Figure 1. I/O pins on the die edge (run 1).
The bar under the picture is 20 um long. Pins as bars across the die edge, other pins in gray.
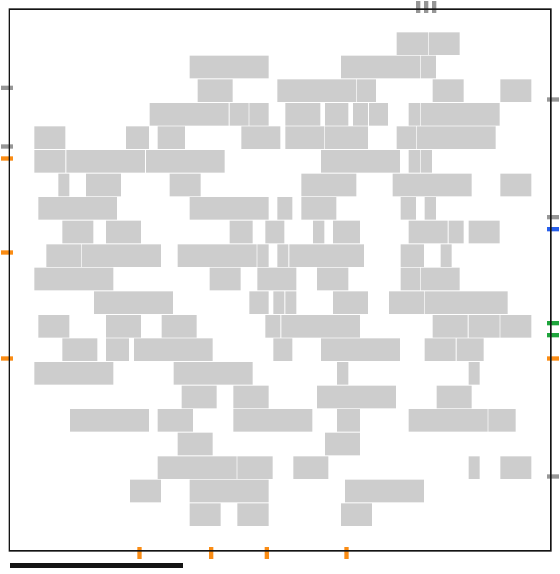
Figure 2. Sizing map (run 1).
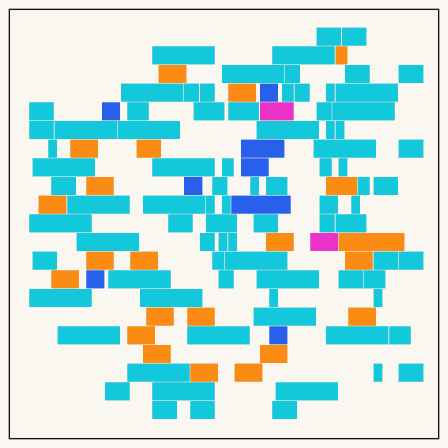
Figure 3. Placement density heat map (run 1).
The die is cut into 6 by 6 equal tiles; white is low, dark blue is high, 0 to 100% covered.
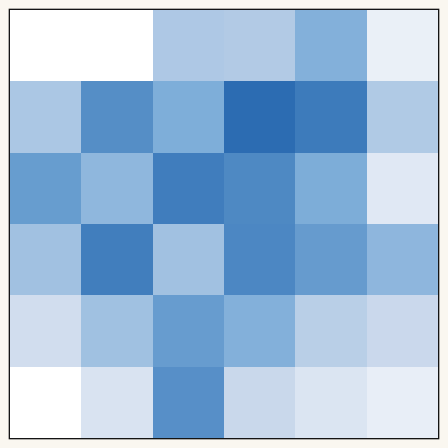
==> config.mk <==
export PLATFORM = sky130hd
export DESIGN_NAME = usb_rx_nrzi_deserializer_flat
export DESIGN_NICKNAME = d
export VERILOG_FILES = /design/src/rtl/usb_rx_nrzi_deserializer_pkg.sv /design/src/rtl/usb_rx_nrzi_deserializer_if.sv /design/src/rtl/usb_nrzi_unstuff.sv /design/src/rtl/usb_rx_nrzi_deserializer.sv /design/src/flat_wrapper.sv
export SDC_FILE = /design/constraint.sdc
export NUM_CORES = 1
export LEC_CHECK = 0
export CORE_MARGIN = 2
export CORE_UTILIZATION = 37
export DETAILED_ROUTE_END_ITERATION = 12
export GPL_TIMING_DRIVEN = 0
export PLACE_DENSITY_LB_ADDON = 0.12
export RECOVER_POWER = 25
export SLEW_MARGIN = 20
export SYNTH_ARGS = -nofsm -noshare
export SYNTH_HDL_FRONTEND = slang
export SYNTH_SLANG_ARGS = --single-unit
==> constraint.sdc <==
create_clock -name clk -period 2.1 [get_ports clk]
set_input_delay 0.21 -clock clk [delete_from_list [all_inputs] [get_ports clk]]
set_output_delay 0.21 -clock clk [all_outputs]
set_load 0.01 [all_outputs]
==> qor.yml, run 1 <==
outcome:
  status: "finished, violations left"
  failing_checks: "max-capacitance violations, max-slew violations"
final_layout:
  number_of_sequential_cells: 29
  layout.comb_gates.multi_input: 57
  final-seq-area_um2: 727
  area_share_nonclk_buffers: 0.129
  inverters_excl_clock: 3
  logic_area_um2: 505
setup_path:
  worst_path_dominant_cell_family: "buffers and inverters"
  crit_path_max_fanout: 9
  critical_path_depth: 8
  crit_path_frequent_cell: "sky130_fd_sc_hd__ha_1"
  worstSetupPathType: "in -> reg"
  standard_cell_with_the_maximum_stage_delay_on_the_critical_path: "sky130_fd_sc_hd__dlygate4sd3_1"
synthesis:
  synthesized_netlist_net_count: 101
  synthesis.yosys.warnings: 0
routing:
  wire_per_inst_um: 13.0
  vias: 789
  initial_detailed_routing_violation_count: 22
  wl_met3_um: 142
job:
  timing.max_cap.violations: 1
floorplan:
  die_area_mm2: 0.00389
  fp-row-count: 21
timing:
  timing.final.max_slew_violations: 30
  holdWs_ns: 0.458
  count_of_endpoints_failing_hold_in_the_final_timing_report: 0
  timing.final.crit_period_ns: 1.97
  rsz0062_at_grt: "false"
clock_tree:
  cts-hold-fix-buffers: 1
  clock_sink_count: 29
  tritoncts.num_buffers: 5
placement:
  numPlacedInstances: 155
global_routing:
  grt_most_used_layer: "met2"
  met3_usage: 0.0616
power_and_ir_drop:
  sequentialPowerShare: 0.576
-- Figure 1 (at the start) --
- bus_bit_strobe: blue (pins 1; direction input; edge right)
- bus_usb_line_state: green (pins 2; direction input; edge right)
- bus_rx_data: orange (pins 8; direction output; edge 4 bottom, 3 left, 1 right)
- all pins by edge: 7 right, 5 left, 4 bottom, 3 top
vertical extent of the die: 62.4 um
tally of buffers added on design ports: 18
horizontal die dimension: 62.4 um

-- Figure 2 (at the start) --
- drive 3 to 4: blue (cells 8; share 6.8%)
- drive 6 and up: magenta (cells 2; share 1.7%)
- drive 2: orange (cells 22; share 19%)
- drive 1 or less: cyan (cells 85; share 73%)
final std cell area, no fill: 0.00156 mm2
Buffers excl. clock: 21

-- Figure 3 (at the start) --
- tiles over 75% full: 2.8%
- fullest tile: 76%
- densest ninth of the die: center
- nearly empty tiles: 8.3%
- mean over tiles: 39%
Post-Route Utilization: 0.470
starting density of the core: 0.381

[run 1: cells in the mapped netlist, drive strengths merged]
library cell | n | area share
dfrtp | 28 | 0.56
mux2 | 18 | 0.16
nand2 | 7 | 0.027
ha | 4 | 0.040
and2 | 3 | 0.015
inv | 3 | 0.0089
nand3 | 3 | 0.022
nor2 | 3 | 0.0089
o21ai | 3 | 0.012
buf | 2 | 0.013
nand2b | 2 | 0.0099
xor2 | 2 | 0.014
a21bo | 1 | 0.0079
a311oi | 1 | 0.0070
a31oi | 1 | 0.0050
and4b | 1 | 0.0079
and4bb | 1 | 0.0099
dfstp | 1 | 0.021
mux2i | 1 | 0.0079
nand4 | 1 | 0.0050
nand4b | 1 | 0.019
nor2b | 1 | 0.0050
o22ai | 1 | 0.0050
or2b | 1 | 0.0060
xnor2 | 1 | 0.0070
--- run 2 (diff from run 1) ---
Settings changed: CTS_CLUSTER_SIZE from default to 16, SKIP_LAST_GASP from default to 1.
==> run 2 against run 1 <==
Effect of this change:
- register-to-register slack about the same
- power unchanged
- global-route usage unchanged
- clock-buffer cell count unchanged
- routed wire length unchanged
- clock skew unchanged
- largest power group unchanged
- die size unchanged
- sequential share of layout area unchanged
- non-clock buffer count unchanged
- critical endpoint unchanged
- largest cell class unchanged
- critical path type unchanged
- design area unchanged
- fmax unchanged
- the run still ends with max-capacitance violations, max-slew violations left
- core utilization unchanged
==> qor.yml, run 2 <==
worst_hold_path:
  worstHoldPathType: "reg -> reg"  # unchanged
routing:
  wl_met3_um: 142  # unchanged
  vias: 789  # unchanged
  initial_detailed_routing_violation_count: 22  # unchanged
  via_density: 4.84  # unchanged
  drt_wl_total_um: 2110  # unchanged
  wire_per_inst_um: 13.0  # unchanged
placement:
  numPlacedInstances: 155  # unchanged
  io_buffer_count: 18  # unchanged
  finalWeightedCongestion: 0.702  # unchanged
synthesis:
  synth_top_flop_cell: "sky130_fd_sc_hd__dfrtp_1"  # unchanged
  yosys_synthesis_chip_area_mm2: 0.00126  # unchanged
  async_reset_ff_frac: 1.00  # unchanged
  top_cells_by_instance_count_after_synthesis: "sky130_fd_sc_hd__dfrtp_1 (28), sky130_fd_sc_hd__mux2_2 (18), sky130_fd_sc_hd__nand2_1 (6), sky130_fd_sc_hd__ha_1 (4)"  # unchanged
  yosys.area.top_type: "sky130_fd_sc_hd__dfrtp_1"  # unchanged
  synthesis.yosys.warnings: 0  # unchanged
  yosys-top-cells-area: "sky130_fd_sc_hd__dfrtp_1 (56%), sky130_fd_sc_hd__mux2_2 (16%), sky130_fd_sc_hd__ha_1 (4.0%)"  # unchanged
  synth_top_area_share: 0.556  # unchanged
  ys_types: 28  # unchanged
  synthesized_netlist_net_count: 101  # unchanged
  postSynthCellCount: 91  # unchanged
  yosys-stat-cells: 91  # unchanged
  edf_count: 0  # unchanged
  netlist.top_cell.by_instances: "sky130_fd_sc_hd__dfrtp_1"  # unchanged
timing:
  timing.final.max_slew_violations: 30  # unchanged
  holdWs_ns: 0.458  # unchanged
  timing.final.crit_period_ns: 1.97  # unchanged
  count_of_endpoints_failing_hold_in_the_final_timing_report: 0  # unchanged
  rsz0062_at_grt: "false"  # unchanged
  worstMarginPinSlew_ns: 1.54  # unchanged
  fmax_mhz: 508  # unchanged
  final_period_util: 0.938  # unchanged
setup_path:
  crit_path_frequent_cell: "sky130_fd_sc_hd__ha_1"  # unchanged
  standard_cell_with_the_maximum_stage_delay_on_the_critical_path: "sky130_fd_sc_hd__dlygate4sd3_1"  # unchanged
  crit_path_start_kind: "primary input"  # unchanged
  critical_path_depth: 8  # unchanged
  worstSetupPathType: "in -> reg"  # unchanged
  crit_path_end_kind: "flop"  # unchanged
  worst_path_dominant_cell_family: "buffers and inverters"  # unchanged
  reg2reg_slack_ns: 0.17  # about the same
  crit_path_max_fanout: 9  # unchanged
global_routing:
  grt_most_used_layer: "met2"  # unchanged
  pin_count_of_the_biggest_net_entering_global_routing: 30  # unchanged
  overflow: 0  # unchanged
  globalRouteMet1Util: 0.145  # unchanged
  grt_use_met2: 0.197  # unchanged
  met3_usage: 0.0616  # unchanged
outcome:
  status: "finished, violations left"  # unchanged
  failing_checks: "max-capacitance violations, max-slew violations"  # unchanged
job:
  warning_count: 26  # unchanged
  timing.max_cap.violations: 1  # unchanged
floorplan:
  starting_density_of_the_core: 0.381  # unchanged
  horizontal_die_dimension_um: 62.4  # unchanged
  die_height_um: 62.4  # unchanged
  die_area_mm2: 0.00389  # unchanged
  fp-row-count: 21  # unchanged
  io_pins: 19  # unchanged
final_layout:
  largest_register_ffs: 8  # unchanged
  final_std_cell_area_no_fill_mm2: 0.00156  # unchanged
  logic_area_um2: 505  # unchanged
  final-seq-area_um2: 727  # unchanged
  fin_util: 0.470  # unchanged
  final_layout_top_logic_cells: "sky130_fd_sc_hd__dfrtp_1 (28), sky130_fd_sc_hd__mux2_2 (18), sky130_fd_sc_hd__clkdlybuf4s50_1 (16)"  # unchanged
clock_tree:
  tritoncts.num_buffers: 5  # unchanged
  root_buffer: "sky130_fd_sc_hd__clkbuf_4"  # unchanged
  clock_sink_count: 29  # unchanged
  post-cts-setup-buffers: 0  # unchanged
power_and_ir_drop:
  sequentialPowerShare: 0.576  # about the same
  vdd_ir_drop_max_uv: 432  # unchanged
  power.clock.fraction: 0.288  # about the same
  total_power_w: 0.00118  # unchanged
  leakagePower_nw: 0.747  # unchanged
## run 2: cell counts in the layout (fill, tap and decap cells not counted)
No cell type changed its count.
## run 2: timing repair
| item | in CTS | in global routing |
|---|---|---|
| hold endpoints to repair | 28 | 0 |
| hold buffers | 1 | 0 |
| gates resized | 0 | 0 |
## run 2: layout make-up
type,count,area share
sequential,29,0.467
buffer,2,0.0105
multi-input combinational,57,0.325
tap,46,0.0370
inverter,3,0.00723
clock buffer,7,0.0354
timing repair buffer,19,0.118
## run 2: power by group through the flow
stage,Combinational [W],Sequential [W],Clock [W]
floorplan,0.000116,0.000680,0
global placement,0.000160,0.000693,0
detailed placement,0.000165,0.000694,0
CTS,0.000167,0.000683,0.000353
global route,0.000183,0.000695,0.000384
finish,0.000161,0.000682,0.000341
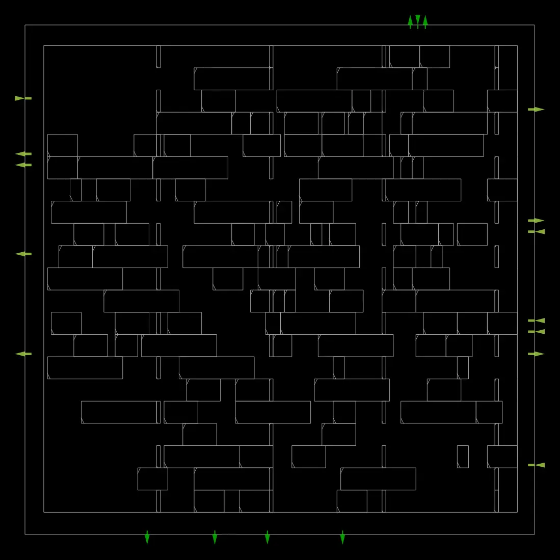
Figure 4: run 2, placed standard cells.
# Taps: 46
number of sequential cells: 29

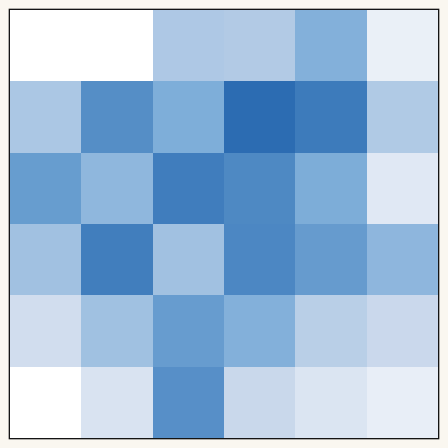
Figure 5: run 2, placement density heat map.
The die is cut into 6 by 6 equal tiles; white is low, dark blue is high, 0 to 100% covered.
- mean over tiles: 39%
- densest ninth of the die: center
- nearly empty tiles: 8.3%
- tiles over 75% full: 2.8%
- fullest tile: 76%
area of the placeable core: 0.00331 mm2

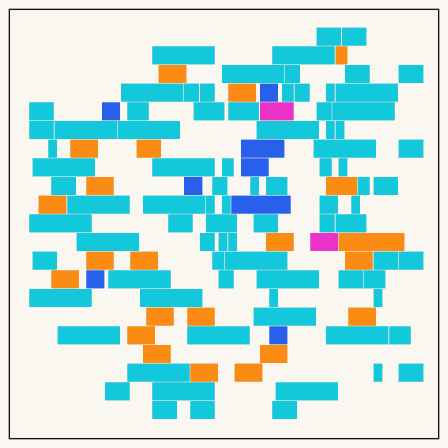
Figure 6: run 2, sizing map.
- drive 2: orange (cells 22; share 19%)
- drive 3 to 4: blue (cells 8; share 6.8%)
- drive 6 and up: magenta (cells 2; share 1.7%)
- drive 1 or less: cyan (cells 85; share 73%)
synth-to-layout area growth: 23.5%
slack of the critical path: 0.130 ns

Power and IR drop assume default switching activity.
